Figure 1. Signal wires on met3 (run 1).
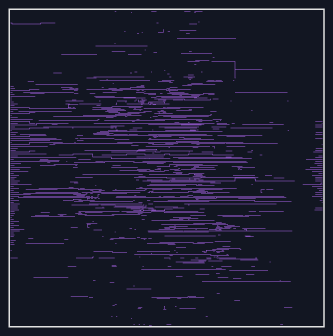
Figure 2. Port wiring (run 1).
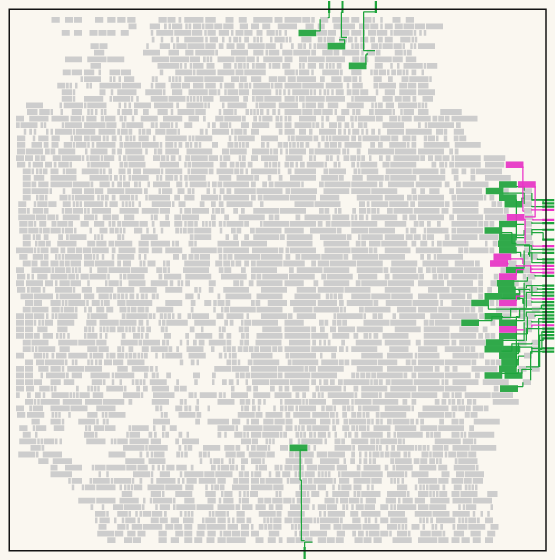
Figure 3. Cell outlines without signal wires (run 1).
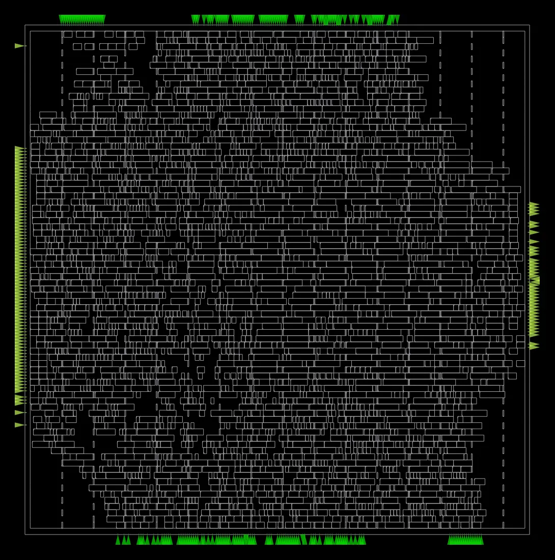
--- src/rtl/ok_trigger_capture_bank.sv ---
// ok_trigger_capture_bank
//   Multi-channel trigger-out capture bank. Each channel watches one WIDTH-bit
//   trigger word and accumulates per-bit events (rise / fall / both / level,
//   chosen per channel). A one-cycle snap request moves every channel's
//   accumulator into a hold register for host readout. Events that hit an
//   already-set accumulator bit are counted per channel as lost events.
//
// Ports
//   ti_clk      in   clock
//   ti_reset    in   synchronous active-high reset
//   ep_trigger  in   NCHAN*WIDTH trigger inputs, channel c = [c*WIDTH +: WIDTH]
//   trig_mask   in   NCHAN*WIDTH per-bit enable (1 = enabled)
//   cfg_mode    in   2*NCHAN per-channel mode: 00 rise, 01 fall, 10 both, 11 level
//   snap_req    in   one-cycle snapshot request
//   rd_sel      in   channel to read
//   rd_data     out  hold register of rd_sel (registered, 0 when rd_sel >= NCHAN)
//   rd_ovf      out  held lost-event count of rd_sel (registered)
//   snap_done   out  one-cycle pulse the cycle after snap_req
//   pending     out  OR of all live accumulator bits
module ok_trigger_capture_bank #(
  parameter int WIDTH = 32,
  parameter int NCHAN = 4,
  parameter int OVF_W = 8,
  parameter int SEL_W = 2
) (
  input  logic                   ti_clk,
  input  logic                   ti_reset,
  input  logic [NCHAN*WIDTH-1:0] ep_trigger,
  input  logic [NCHAN*WIDTH-1:0] trig_mask,
  input  logic [2*NCHAN-1:0]     cfg_mode,
  input  logic                   snap_req,
  input  logic [SEL_W-1:0]       rd_sel,
  output logic [WIDTH-1:0]       rd_data,
  output logic [OVF_W-1:0]       rd_ovf,
  output logic                   snap_done,
  output logic                   pending
);

  localparam logic [OVF_W-1:0] OVF_ONE = OVF_W'(1);
  localparam logic [OVF_W-1:0] OVF_MAX = '1;

  logic [NCHAN*WIDTH-1:0] prev;
  logic [WIDTH-1:0]       accum     [NCHAN];
  logic [WIDTH-1:0]       hold      [NCHAN];
  logic [OVF_W-1:0]       ovf_live  [NCHAN];
  logic [OVF_W-1:0]       ovf_hold  [NCHAN];

  logic [WIDTH-1:0]       ev        [NCHAN];
  logic [WIDTH-1:0]       accum_nxt [NCHAN];
  logic                   lost_any  [NCHAN];
  logic                   any_nxt;
  logic [WIDTH-1:0]       rd_data_nxt;
  logic [OVF_W-1:0]       rd_ovf_nxt;

  always_comb begin
    any_nxt = 1'b0;
    for (int c = 0; c < NCHAN; c++) begin
      case (cfg_mode[2*c +: 2])
        2'b00:   ev[c] = ep_trigger[c*WIDTH +: WIDTH] & ~prev[c*WIDTH +: WIDTH];
        2'b01:   ev[c] = ~ep_trigger[c*WIDTH +: WIDTH] & prev[c*WIDTH +: WIDTH];
        2'b10:   ev[c] = ep_trigger[c*WIDTH +: WIDTH] ^ prev[c*WIDTH +: WIDTH];
        default: ev[c] = ep_trigger[c*WIDTH +: WIDTH];
      endcase
      ev[c] = ev[c] & trig_mask[c*WIDTH +: WIDTH];
      // Level mode re-asserts every cycle by design, so it never counts as lost.
      lost_any[c] = (cfg_mode[2*c +: 2] != 2'b11) && (|(ev[c] & accum[c]));
      // On a snap, same-cycle events open the new window instead of being lost.
      accum_nxt[c] = snap_req ? ev[c] : (accum[c] | ev[c]);
      any_nxt = any_nxt | (|accum_nxt[c]);
    end
  end

  always_comb begin
    rd_data_nxt = '0;
    rd_ovf_nxt  = '0;
    for (int c = 0; c < NCHAN; c++) begin
      if (32'(rd_sel) == 32'(c)) begin
        rd_data_nxt = hold[c];
        rd_ovf_nxt  = ovf_hold[c];
      end
    end
  end

  always_ff @(posedge ti_clk) begin
    if (ti_reset) begin
      prev      <= '0;
      rd_data   <= '0;
      rd_ovf    <= '0;
      snap_done <= 1'b0;
      pending   <= 1'b0;
      for (int c = 0; c < NCHAN; c++) begin
        accum[c]    <= '0;
        hold[c]     <= '0;
        ovf_live[c] <= '0;
        ovf_hold[c] <= '0;
      end
    end else begin
      prev      <= ep_trigger;
      rd_data   <= rd_data_nxt;
      rd_ovf    <= rd_ovf_nxt;
      snap_done <= snap_req;
      pending   <= any_nxt;
      for (int c = 0; c < NCHAN; c++) begin
        accum[c] <= accum_nxt[c];
        if (snap_req) begin
          hold[c]     <= accum[c];
          ovf_hold[c] <= ovf_live[c];
          ovf_live[c] <= '0;
        end else if (lost_any[c] && (ovf_live[c] != OVF_MAX)) begin
          ovf_live[c] <= ovf_live[c] + OVF_ONE;
        end
      end
    end
  end

endmodule

--- config.mk ---
export PLATFORM = sky130hd
export DESIGN_NAME = ok_trigger_capture_bank
export DESIGN_NICKNAME = d
export VERILOG_FILES = /design/src/rtl/ok_trigger_capture_bank.sv
export SDC_FILE = /design/constraint.sdc
export NUM_CORES = 1
export LEC_CHECK = 0
export CAP_MARGIN = 15
export CORE_AREA = 2 2 219 221
export DETAILED_ROUTE_END_ITERATION = 16
export DIE_AREA = 0 0 221 223
export HOLD_SLACK_MARGIN = 0.12
export PLACE_DENSITY = 0.81
export SETUP_SLACK_MARGIN = 0.3
export SYNTH_ARGS = -nofsm -noshare
export SYNTH_HDL_FRONTEND = slang
export SYNTH_SLANG_ARGS = --single-unit
export TNS_END_PERCENT = 1
--- constraint.sdc ---
create_clock -name ti_clk -period 8.37 [get_ports ti_clk]
set_input_delay 1.674 -clock ti_clk [delete_from_list [all_inputs] [get_ports ti_clk]]
set_output_delay 1.674 -clock ti_clk [all_outputs]
set_load 0.01 [all_outputs]
==> impl_metrics.ini, run 1 <==
; flow metrics
[global_routing]
largest_net_degree_at_the_start_of_global_routing = 124
wire_length_of_the_first_global_routing_pass_um = 117300
antenna_found_initial = 10

[worst_hold_path]
hold_path_cells = 2
timing.hold.worst.start = accum[3][8]$_SDFF_PP0_
hold_end = accum[3][8]$_SDFF_PP0_

[clock_network]
clk_path_buf_depth = 3
worst_skew_pair_later_pin_latency_ns = 0.62
cts_htree_levels = 2
cts_made_buffers = 52
cts_resized = 0
cts_num_sinks = 490
cts_root_buffer = sky130_fd_sc_hd__clkbuf_16

[logic_synthesis]
edf_count = 192
synth_flops = 490
ys_warn_count = 0
netlist.area_leader.share_pct = 22.52
fraction_of_synthesis_flops_using_an_asynchronous_set_or_reset_pin_pct = 0
synth_seq_share_pct = 44.28
syn_nets = 3098
netlist_area_um2 = 26500
dominantRegCellSynth = sky130_fd_sc_hd__dfxtp_1

[cells_and_area]
nets_finish = 3360
dominant_cells = logic gates
post-route-util_pct = 67.05
nNonClkInverters = 394
ff_latch_area_um2 = 11730
logic_area_um2 = 12760

[run_status]
result_of_the_run = completed

[worst_setup_path]
crit_path_leading_delay_family = AND-OR/OR-AND gates
crit_path_max_fanout = 9
critPathBufInv = 2
r2r_setup_slack_ns = 5.11
regToRegEndpoint = ovf_live[0][3]$_SDFFCE_PN0P_
start_kind = input pin
critical_path.endpoint_type = flop
worst_r2r_startpoint = prev[13]$_SDFF_PP0_
critPathArrivalTime_ns = 4.86
critical_path.cell_chain = clkdlybuf4s50_1 -> inv_1 -> ha_1 -> nor2b_1 -> o32ai_1 -> a32oi_1 -> o221ai_1 -> nor4_1 -> a21oi_2 -> or2_1

[placement]
gp_congestion = 0.9618

[drt]
antenna_violating_nets_post_route = 0
detailed_route_wire_length_per_cell_um = 22.08

[sta]
timing.final.max_slew_violations = 0
worst_pin_slew_ns = 1.121
max_clock_freq_mhz = 217.8
final.period_utilization_pct = 54.84

[die]
design.die.area_um2 = 49280
dieWidth_um = 221
row_count = 80
die.size.y_um = 223

[job]
log.warning_count = 160

[power_and_ir_drop]
leakage_nw = 13.45
Notes on Figure 1 above:
main direction: horizontal
share of all routed wire: 11%
wire length on this layer: 8310 um

Notes on Figure 2 above:
legend:
  magenta:
    port: rd_ovf
    direction: output
    edge: right
    end_cells: 8
    wire: 118 um
  green:
    port: rd_data
    direction: output
    edge: 28 right, 3 top, 1 bottom
    end_cells: 32
    wire: 612 um

Notes on Figure 3 above:
Tap Cells: 615
proportion of cell area occupied by registers: 37.11%
# fillers: 3564
area of the core: 47150 um^2
number of cells in the finished layout apart from fillers: 3493

==> run 1: sequential cells by signal, indices dropped and copies added, names as in the netlist <==
register	cells
ovf_live	32
accum	128
snap_done	1
hold	128
ovf_hold	32
pending	1
rd_data	32
rd_ovf	8
prev	128
==> run 1: layout by cell type, fill, tap and decap left out, drive strengths merged, types with 45 or more instances in the layout <==
cell / netlist / routed
a21oi: 136 / 136
and2: 150 / 150
clkbuf: 78 / 69
clkdlybuf4s50: 0 / 301
dfxtp: 298 / 298
edfxtp: 192 / 192
ha: 260 / 260
inv: 393 / 397
mux4: 139 / 139
nand2: 241 / 241
nand3: 71 / 71
nor2: 170 / 170
nor2b: 92 / 92
nor4: 45 / 45
==> run 1: metal layers <==
metal  global-route usage [%]  vias up
met2                    51.42     1151
met5                        0        -
met3                    6.822      227
li1                         -     9272
met1                    38.91     9859
met4                    15.24       10
==> run 1: power breakdown <==
group          total (W)  internal (W)  switching [W]
sequential       0.00275       0.00263       0.000125
clock            0.00228       0.00128        0.00100
combinational   0.000896      0.000420       0.000476
total            0.00593       0.00433        0.00160
==> run 1: cells by family (layout without fill, tap and decap cells) <==
family	after synthesis	in the layout	share of synthesized area [%]
muxes	168	168	12.92
buffers and inverters	512	818	7.584
other	0	3	0
AOI/OAI and AO/OA	227	227	5.487
adders and majority gates	260	260	12.28
xor gates and xnor gates	24	24	0.7933
and+or+nand+nor	888	888	16.67
DFF	490	490	44.28
==> run 1: stage by stage <==
step	total power, W	setup slack (ns)	area [um^2]	std cells
6_report	0.005934	3.780	31610	3493
5_1_grt	0.006133	3.680	31600	3490
4_1_cts	0.005933	3.843	31600	3490
3_5_place_dp	0.003681	3.275	29940	3392
3_3_place_gp	0.003634	3.298	29940	3392
2_1_floorplan	0.003267	0.9644	26500	2569
## Run 2: what changed since run 1
CORE_AREA = 2 2 231 233   (was 2 2 219 221)
DIE_AREA = 0 0 233 235   (was 0 0 221 223)
PLACE_DENSITY = 0.76   (was 0.81)
clock period = 4.2 ns   (was 8.37 ns; I/O delays follow)
==> run 2 against run 1 <==
  * Sequential share of layout area shrank 0.67 points
  * Sequential power increased by 99%
  * Critical path depth unchanged
  * Largest power group unchanged
==> impl_metrics.ini, run 2 <==
; flow metrics
[placement]
gp_congestion = 0.9910
dpl-instance-area_um2 = 30300

[logic_synthesis]
syn_nets = 3098
fraction_of_synthesis_flops_using_an_asynchronous_set_or_reset_pin_pct = 0
ys_warn_count = 0
synth.area.mux_share_pct = 12.92
synth.cellmix.xorXnorShare_pct = 0.7934
netlist_area_um2 = 26500
adder_share_pct = 12.28
edf_count = 192
synth_seq_share_pct = 44.28
ys_sh_aoi_pct = 5.487
dominantRegCellSynth = sky130_fd_sc_hd__dfxtp_1
yosys.area_share.simple_pct = 16.67
synth_flops = 490

[die]
die.size.y_um = 235
row_count = 84
dieWidth_um = 233
floorplan.core_area_um2 = 52240
design.die.area_um2 = 54760

[clock_network]
cts_root_buffer = sky130_fd_sc_hd__clkbuf_16
clk_path_buf_depth = 3
cts_num_sinks = 490
cts_made_buffers = 53

[worst_setup_path]
critPathBufInv = 3
r2r_setup_slack_ns = 1.32
crit_path_max_fanout = 9
worst_r2r_startpoint = prev[18]$_SDFF_PP0_
critical_path.endpoint_type = flop
critical_path.cell_chain = clkdlybuf4s50_1 -> inv_1 -> ha_1 -> inv_1 -> mux4_2 -> nand2_1 -> o2111ai_1 -> nor4_1 -> a21oi_1 -> or2_1
start_kind = input pin

[power_and_ir_drop]
leakage_nw = 13.73
power_frac_clock_pct = 40.9
power_w = 0.01232
intPower_w = 0.009110
power_frac_seq_pct = 44.4
power.switching_w = 0.003206
combinationalPowerShare_pct = 14.8

[cells_and_area]
layout_top_cell_excl_fill_tap = sky130_fd_sc_hd__inv_1
layout_top_cells_excl_fill_tap = sky130_fd_sc_hd__inv_1, sky130_fd_sc_hd__clkdlybuf4s50_1, sky130_fd_sc_hd__dfxtp_1, sky130_fd_sc_hd__ha_1, sky130_fd_sc_hd__nand2_1
reg.largest.list = accum (128), hold (128), prev (128)
nets_finish = 3392
fin_area_um2 = 32190

[global_routing]
largest_net_degree_at_the_start_of_global_routing = 184
antenna_found_initial = 12

[drt]
detailed_route_wire_length_per_cell_um = 21.46
antenna_violating_nets_post_route = 0

[job]
log.warning_count = 157

[worst_hold_path]
timing.hold.worst.start = accum[2][24]$_SDFF_PP0_
hold_path_cells = 2

[sta]
worst_pin_slew_ns = 1.075
final.period_utilization_pct = 80.44
max_clock_freq_mhz = 296.0
timing.final.max_slew_violations = 0

[run_status]
result_of_the_run = completed
## run 2: cell type report
type | count | area [um^2]
Fill cell | 4079 | 20050
Antenna cell | 9 | 22.52
Tap cell | 688 | 860.8
Clock inverter | 29 | 410.4
Multi-Input combinational cell | 1567 | 12760
Timing Repair Buffer | 357 | 3458
Clock buffer | 71 | 1459
Inverter | 394 | 1481
Sequential cell | 490 | 11730
## run 2: power groups by stage
stage	sequential [W]	clock [W]	combinational, W
2_1_floorplan	0.00547	0	0.00103
3_3_place_gp	0.00554	0	0.00171
3_5_place_dp	0.00556	0	0.00179
4_1_cts	0.00546	0.00507	0.00181
5_1_grt	0.00549	0.00525	0.00198
6_report	0.00547	0.00503	0.00182
## run 2: per-stage QoR
stage,setup slack [ns],cells
6_report,0.8214,3605
5_1_grt,0.6002,3603
4_1_cts,0.9025,3596
3_5_place_dp,0.2677,3496
3_3_place_gp,0.3332,3496
2_1_floorplan,0.7867,2569
## run 2: cell families after synthesis
kind of cell | Yosys count
adder cells (fa/ha/maj) | 260
XOR/XNOR | 24
flip-flops | 490
multiplexers | 168
AND-OR/OR-AND | 227
AND/OR/NAND/NOR | 888
buffers and inverters | 512
## run 2: layer usage
metal	vias up	global-route usage, %
met4	2	13.61
met2	1006	47.08
met1	10130	34.82
li1	9360	-
met5	-	0
met3	211	5.437
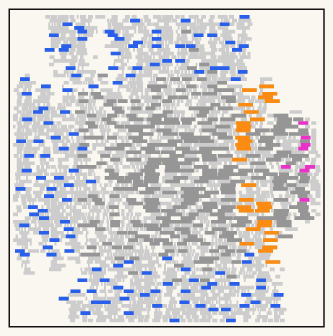
Figure 4: run 2, register map, names as in the netlist.
Other sequential cells in the stronger grey, the rest of the logic in the fainter grey.
legend:
  orange:
    netlist_name: ovf_live
    placed_flops: 32
  blue:
    netlist_name: prev
    placed_flops: 128
    where: all over the die
  magenta:
    netlist_name: rd_ovf
    placed_flops: 8
    where: middle right
not coloured: 322
power dissipated in sequential cells: 0.00547 W
combined flip-flop and latch cell area: 11730 um^2
proportion of cell area occupied by registers: 36.45%

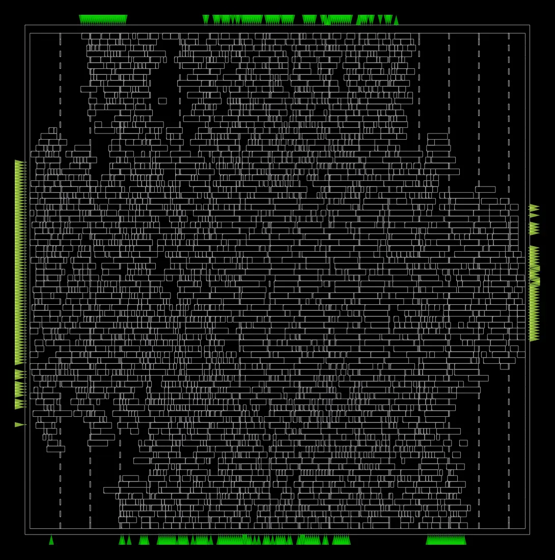
Figure 5: run 2, cell outlines without signal wires.
Finished Core Util: 61.62%
Tap Cells: 688

## Run 3: what changed since run 2
clock period = 2.77 ns   (was 4.2 ns; I/O delays follow)
==> run 3 against run 2 <==
  * Synthesized cell count stayed put
  * Worst hold slack got worse by 0.27 ns
  * Critical path depth increased by 1
  * Via count up 6.5%
  * First-iteration DRC count increased by 4.1%
  * Power is 58% higher
  * Sequential power increased by 52%
  * Die size did not move
  * Critical path type unchanged
  * Sequential cell count did not move
  * Largest power group unchanged
==> impl_metrics.ini, run 3 <==
; flow metrics
[run_status]
result_of_the_run = completed

[power_and_ir_drop]
power.switching_w = 0.005191
power_w = 0.01945
combinationalPowerShare_pct = 17.8
power_frac_clock_pct = 39.5
leakage_nw = 16.02
power_frac_seq_pct = 42.7

[die]
design.die.area_um2 = 54760
number_of_primary_i_o_pins = 311
dieWidth_um = 233
floorplan.core_util_pct = 50.72
row_count = 84
tapcell.inserted = 688
die.size.y_um = 235

[cells_and_area]
insertedDiodeCount = 7
nets_finish = 3706
comb-cell-share_pct = 38.41
logic_area_um2 = 13790
area_share_nonclk_buffers_pct = 17.10
fin_area_um2 = 35890
layout_top_cell_excl_fill_tap = sky130_fd_sc_hd__inv_1
clock_area_share_pct = 5.219
dominant_cells = logic gates
layout.comb_gates.multi_input = 1567
final.clkbuf_count = 60
final.signal_buffer_count = 672
nNonClkInverters = 394

[drt]
detailed_route_wire_length_per_cell_um = 21.45
dr_wl_met3_um = 7847
antenna_violating_nets_post_route = 0
violation_count_after_the_first_detailed_routing_iteration = 2272

[logic_synthesis]
syn_nets = 3098
netlist.area_leader.share_pct = 22.52
synth_seq_share_pct = 44.28
synth_flops = 490
edf_count = 192
netlist_area_um2 = 26500
ys_warn_count = 0
dominantRegCellSynth = sky130_fd_sc_hd__dfxtp_1
fraction_of_synthesis_flops_using_an_asynchronous_set_or_reset_pin_pct = 0

[clock_network]
cts_num_sinks = 490
cts_root_buffer = sky130_fd_sc_hd__clkbuf_16
clk_path_buf_depth = 3

[placement]
dp.cells = 3801
gp_congestion = 0.9720
dpl-instance-area_um2 = 32880

[sta]
max_clock_freq_mhz = 381.1
final.period_utilization_pct = 94.72
hold_viol_final = 0
post-route-worst-setup-slack_ns = 0.1461

[global_routing]
largest_net_degree_at_the_start_of_global_routing = 200
antenna_found_initial = 12

[worst_setup_path]
crit_path_max_fanout = 2
r2r_setup_slack_ns = 0.21
worst_r2r_startpoint = prev[53]$_SDFF_PP0_
start_kind = input pin

[job]
log.warning_count = 163
[run 3: kinds of logic (layout without fill, tap and decap cells)]
| group | Yosys count | count (layout) | share of synthesized area (%) |
|---|---|---|---|
| and+or+nand+nor | 888 | 888 | 16.67 |
| buffers and inverters | 512 | 1164 | 7.584 |
| DFF | 490 | 490 | 44.28 |
| adders and majority gates | 260 | 260 | 12.28 |
| AOI/OAI and AO/OA | 227 | 227 | 5.487 |
| muxes | 168 | 168 | 12.92 |
| xor gates and xnor gates | 24 | 24 | 0.7933 |
| other | 0 | 7 | 0 |
[run 3: worst min path at each step]
stage | startpoint | end | slack (ns) | cells past startpoint
after floorplan | accum[2][2]$_SDFF_PP0_ | accum[2][2]$_SDFF_PP0_ | 0.45 | 2
after detailed placement | accum[2][2]$_SDFF_PP0_ | accum[2][2]$_SDFF_PP0_ | 0.47 | 2
after CTS | ep_trigger[123] | prev[123]$_SDFF_PP0_ | 0.31 | 3
after global placement | accum[2][2]$_SDFF_PP0_ | accum[2][2]$_SDFF_PP0_ | 0.46 | 2
final | ep_trigger[17] | prev[17]$_SDFF_PP0_ | 0.22 | 3
after global routing | ep_trigger[17] | prev[17]$_SDFF_PP0_ | 0.22 | 3
[run 3: power by group through the flow]
stage | clock [W] | combinational, W | sequential (W)
after floorplan | 0 | 0.00159 | 0.00829
after global placement | 0 | 0.00303 | 0.00841
after detailed placement | 0 | 0.00317 | 0.00843
after CTS | 0.00771 | 0.00332 | 0.00828
after global routing | 0.00800 | 0.00372 | 0.00833
final | 0.00768 | 0.00346 | 0.00831
[run 3: per-layer routing]
metal	GRT usage, %	vias to the layer above
met5	0	-
met4	14.21	8
met3	6.699	269
met2	51.30	1077
met1	36.32	10720
li1	-	9987
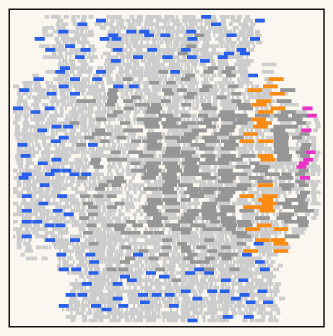
Figure 6: run 3, register map, names as in the netlist.
Other sequential cells in the stronger grey, the rest of the logic in the fainter grey.
legend:
  orange:
    netlist_name: ovf_live
    placed_flops: 32
  magenta:
    netlist_name: rd_ovf
    placed_flops: 8
    where: middle right
  blue:
    netlist_name: prev
    placed_flops: 128
    where: all over the die
not coloured: 322
power dissipated in sequential cells: 0.00831 W
proportion of cell area occupied by registers: 32.70%
Finished Core Util: 68.71%

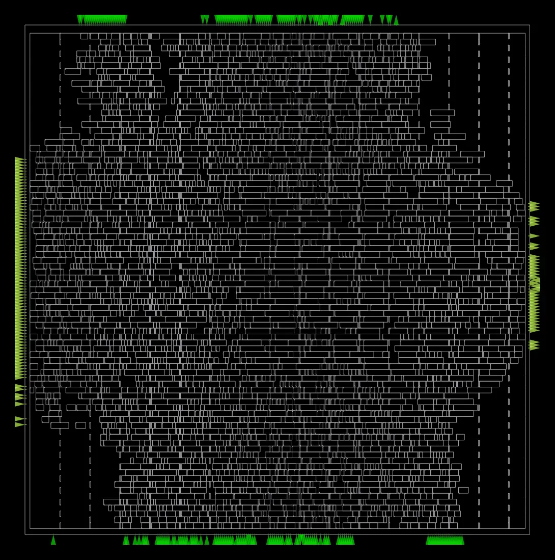
Figure 7: run 3, cell outlines without signal wires.
area of the core: 52240 um^2
# fillers: 3704
number of cells in the finished layout apart from fillers: 3916


==> notes/layouts.md <==
Pictures saved along the way, in no particular order.

Wire density map.
(a)
The die is cut into 22 by 22 equal tiles; black is low, pale yellow is high, scaled to the fullest tile. Values are wire area over tile area, all layers added.
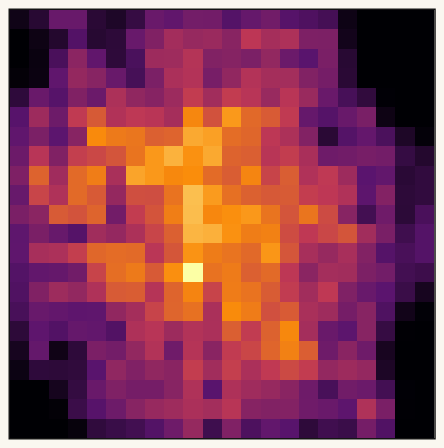
(b)
The die is cut into 23 by 24 equal tiles; black is low, pale yellow is high, scaled to the fullest tile. Values are wire area over tile area, all layers added.
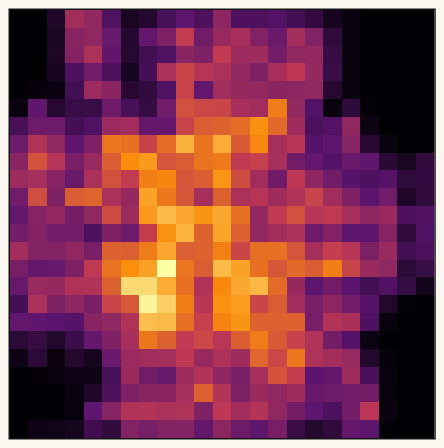
run 1: (a)
run 2: (b)

Key to (b):
mean over tiles: 0.24
emptiest ninth of the die: upper right
fullest tile: 0.69
tiles over half the peak: 24%

Power and IR drop assume default switching activity.
